[config.mk]
export PLATFORM = sky130hd
export DESIGN_NAME = bcd_digits_to_sign_8bits
export DESIGN_NICKNAME = d
export VERILOG_FILES = /design/src/rtl/bcd_digits_to_sign_8bits.sv
export SDC_FILE = /design/constraint.sdc
export NUM_CORES = 1
export LEC_CHECK = 0
export CORE_ASPECT_RATIO = 2
export CORE_MARGIN = 8
export CORE_UTILIZATION = 35
export DETAILED_ROUTE_END_ITERATION = 8
export GPL_TIMING_DRIVEN = 1
export HOLD_SLACK_MARGIN = 0.1
export PLACE_DENSITY = 0.63
export SKIP_CTS_REPAIR_TIMING = 1
export SKIP_LAST_GASP = 1
export SYNTH_ARGS = -nofsm -noshare
export SYNTH_HDL_FRONTEND = slang
export SYNTH_SLANG_ARGS = --single-unit
[constraint.sdc]
create_clock -name clk -period 2.4 [get_ports clk]
set_input_delay 0.36 -clock clk [delete_from_list [all_inputs] [get_ports clk]]
set_output_delay 0.36 -clock clk [all_outputs]
set_load 0.02 [all_outputs]
[src/rtl/bcd_digits_to_sign_8bits.sv]
// Sign + three BCD digits to 8-bit two's complement, via multi-cycle shift-add accumulation.
// Latency: out_valid rises on the 4th rising edge after the accepting edge; one conversion per 6 cycles at best.
// Backpressure: in_ready only in IDLE; the result is held in OUT until out_ready is seen high on a clock edge.
// Build option: define BCD2BIN_SATURATE_EN to saturate on overflow (7F/80) instead of flagging err with a zero result.
module bcd_digits_to_sign_8bits (
  input  logic       clk,
  input  logic       rst_n,
  input  logic       in_valid,
  output logic       in_ready,
  input  logic       sign,
  input  logic [3:0] hundreds,
  input  logic [3:0] tens,
  input  logic [3:0] units,
  output logic       out_valid,
  input  logic       out_ready,
  output logic [7:0] result,
  output logic       err,
  output logic       ovf
);

  typedef enum logic [2:0] {
    IDLE  = 3'd0,
    ACC_H = 3'd1,
    ACC_T = 3'd2,
    ACC_U = 3'd3,
    FIN   = 3'd4,
    OUT   = 3'd5
  } state_t;

  state_t     state_q, state_d;

  logic       sign_q, sign_d;
  logic [3:0] hund_q, hund_d;
  logic [3:0] tens_q, tens_d;
  logic [3:0] units_q, units_d;
  logic [9:0] acc_q, acc_d;
  logic [7:0] result_q, result_d;
  logic       err_q, err_d;
  logic       ovf_q, ovf_d;
  logic       out_valid_q, out_valid_d;

  // Shift-add partial products; 10 bits hold 999 without wrapping.
  logic [9:0] hund_x100;
  logic [9:0] tens_x10;
  logic [9:0] units_ext;

  // Values registered when leaving FIN.
  logic       digit_bad;
  logic       range_ovf;
  logic [7:0] neg_mag;
  logic [7:0] fin_result;
  logic       fin_err;
  logic       fin_ovf;

  // x100 = x<<6 + x<<5 + x<<2 ; x10 = x<<3 + x<<1 (no multiplier).
  // Out-of-range digits may wrap the sum, but they are reported as err anyway.
  assign hund_x100 = {hund_q, 6'b0} + {1'b0, hund_q, 5'b0} + {4'b0, hund_q, 2'b0};
  assign tens_x10  = {2'b0, tens_q, 3'b0} + {5'b0, tens_q, 1'b0};
  assign units_ext = {6'b0, units_q};

  assign in_ready  = (state_q == IDLE);
  assign out_valid = out_valid_q;
  assign result    = result_q;
  assign err       = err_q;
  assign ovf       = ovf_q;

  // State register.
  always_ff @(posedge clk or negedge rst_n) begin
    if (!rst_n) begin
      state_q <= IDLE;
    end else begin
      state_q <= state_d;
    end
  end

  // Next-state logic: fixed walk through the accumulate steps, handshake at both ends.
  always_comb begin
    state_d = state_q;
    case (state_q)
      IDLE:    if (in_valid) state_d = ACC_H;
      ACC_H:   state_d = ACC_T;
      ACC_T:   state_d = ACC_U;
      ACC_U:   state_d = FIN;
      FIN:     state_d = OUT;
      OUT:     if (out_ready) state_d = IDLE;
      default: state_d = IDLE;
    endcase
  end

  // Final classification: bad digit beats range overflow; negative range reaches 128.
  always_comb begin
    digit_bad = (hund_q > 4'd9) || (tens_q > 4'd9) || (units_q > 4'd9);
    range_ovf = sign_q ? (acc_q > 10'd128) : (acc_q > 10'd127);
    neg_mag   = 8'd0 - acc_q[7:0];
    fin_result = sign_q ? neg_mag : acc_q[7:0];
    fin_err    = 1'b0;
    fin_ovf    = 1'b0;
    if (digit_bad) begin
      fin_result = 8'h00;
      fin_err    = 1'b1;
    end else if (range_ovf) begin
      fin_ovf = 1'b1;
`ifdef BCD2BIN_SATURATE_EN
      fin_result = sign_q ? 8'h80 : 8'h7F;
`else
      fin_result = 8'h00;
      fin_err    = 1'b1;
`endif
    end
  end

  // Datapath next-state: latch operands on accept, accumulate, publish in FIN, retire in OUT.
  always_comb begin
    sign_d      = sign_q;
    hund_d      = hund_q;
    tens_d      = tens_q;
    units_d     = units_q;
    acc_d       = acc_q;
    result_d    = result_q;
    err_d       = err_q;
    ovf_d       = ovf_q;
    out_valid_d = out_valid_q;
    case (state_q)
      IDLE: begin
        if (in_valid) begin
          sign_d  = sign;
          hund_d  = hundreds;
          tens_d  = tens;
          units_d = units;
          acc_d   = 10'd0;
        end
      end
      ACC_H: acc_d = hund_x100;
      ACC_T: acc_d = acc_q + tens_x10;
      ACC_U: acc_d = acc_q + units_ext;
      FIN: begin
        result_d    = fin_result;
        err_d       = fin_err;
        ovf_d       = fin_ovf;
        out_valid_d = 1'b1;
      end
      OUT: begin
        if (out_ready) out_valid_d = 1'b0;
      end
      default: out_valid_d = 1'b0;
    endcase
  end

  // Datapath registers.
  always_ff @(posedge clk or negedge rst_n) begin
    if (!rst_n) begin
      sign_q      <= 1'b0;
      hund_q      <= 4'd0;
      tens_q      <= 4'd0;
      units_q     <= 4'd0;
      acc_q       <= 10'd0;
      result_q    <= 8'h00;
      err_q       <= 1'b0;
      ovf_q       <= 1'b0;
      out_valid_q <= 1'b0;
    end else begin
      sign_q      <= sign_d;
      hund_q      <= hund_d;
      tens_q      <= tens_d;
      units_q     <= units_d;
      acc_q       <= acc_d;
      result_q    <= result_d;
      err_q       <= err_d;
      ovf_q       <= ovf_d;
      out_valid_q <= out_valid_d;
    end
  end

endmodule

m1.png
Scale: 4 px per um. Supply wires on this layer in gray.
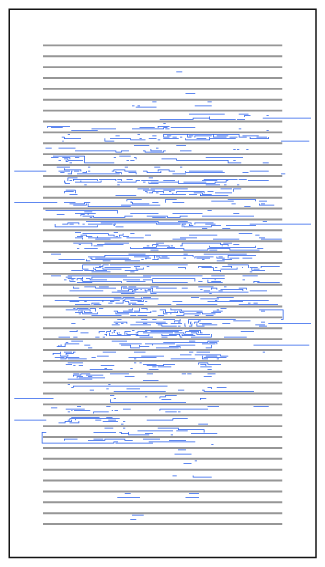
share of all routed wire	40%
longest straight run	23.9 um
wire length on this layer	2530 um
main direction	horizontal
met1 global-route usage: 14.31%
Routed WL: 6273 um
via count: 2085

==> CHANGELOG.md <==
### Physical design

* CTS Buffer Depth at 2
* Initial antenna violation count at 0
* Worst setup margin at 0.04929 ns
* R2r worst-path depth at 9
* Final instance area at 3156 um2
* Filler cells at 705
* Clock sinks at 37
* Buf/Inv on CP at 1
* Min cycle time layout at 2.351 ns
* Dominant kind of combinational cell: AND-OR/OR-AND gates
* Comb power at 0.00310 W
* Finished Core Util at 44.09%
* Top Family by Delay on Critical Path: AND-OR/OR-AND gates
* Sw Share at 44.46%
* Post-synth top flop: dfrtp_1
* Leading cell kind: combinational gates
* TritonCTS Buffers at 5
* Worst path required time at 2.56 ns
* Vias per std cell at 5.374
* Cells after Synth at 258
* Mux frac, synth at 4.811%
* CTS tree: yes
* Slew Viols, Final at 0
* N_diodes at 0
* Met1 WL at 2525 um
* Vias in the first global route at 2174
* Global Route met3 Usage at 3.158%
* Most frequent logic cell in the layout: dfrtp_1
* Simple share at 13.40%
* Maxcap violations at 0
* Synth top cell by count: dfrtp_1
* Number of clock buffers in the layout at 5
* Commonest cells post-synth: dfrtp_1, nand2_1, ha_1, o21ai_0, a21oi_1
* Fin Hold WS at 0.1829 ns
* DPL Wire Length at 4836 um
* Final hold viol count at 0
* Seq area share at 29.34%
* Status: finished, final reports clean
* Most numerous logic cells after layout: dfrtp_1, clkdlybuf4s50_1, nand2_1, ha_1, o21ai_0
* Top Layer Used: met4
* DIE AREA at 10430 um2
* Worst path slowest cell: fa_2
* Psw at 0.002214 W
* PD cells at 1579 nW/um2
* Die Span X at 76.34 um
* Core Util at FP at 35.61%
* Cell Chain, Critical Path: buf_6 > ha_2 > ha_2 > fa_2 > a211oi_1 > o21bai_1 > a21oi_1 > xnor2_1 > a221o_1
* Critical Path Max Stage Delay at 0.42 ns
* Met3 Routed Length at 318 um
* Post-Syn Area at 2549 um2
* Met2 Wirelength at 3230 um
* Seq cells post-synth at 37
* Share of cells above drive strength 1 at 18.58%
* Total power draw at 0.004981 W
* Critical Path Sink: acc_q[8]
m2.png
Scale: 3 px per um.
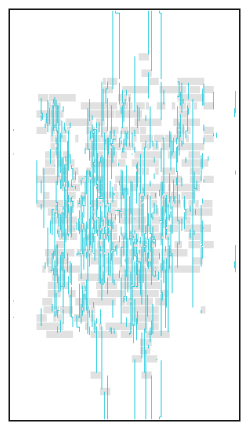
main direction	vertical
wire length on this layer	3230 um
GR Util met2: 21.56%

No activity file was given, so power comes from the tool's default toggle rates.
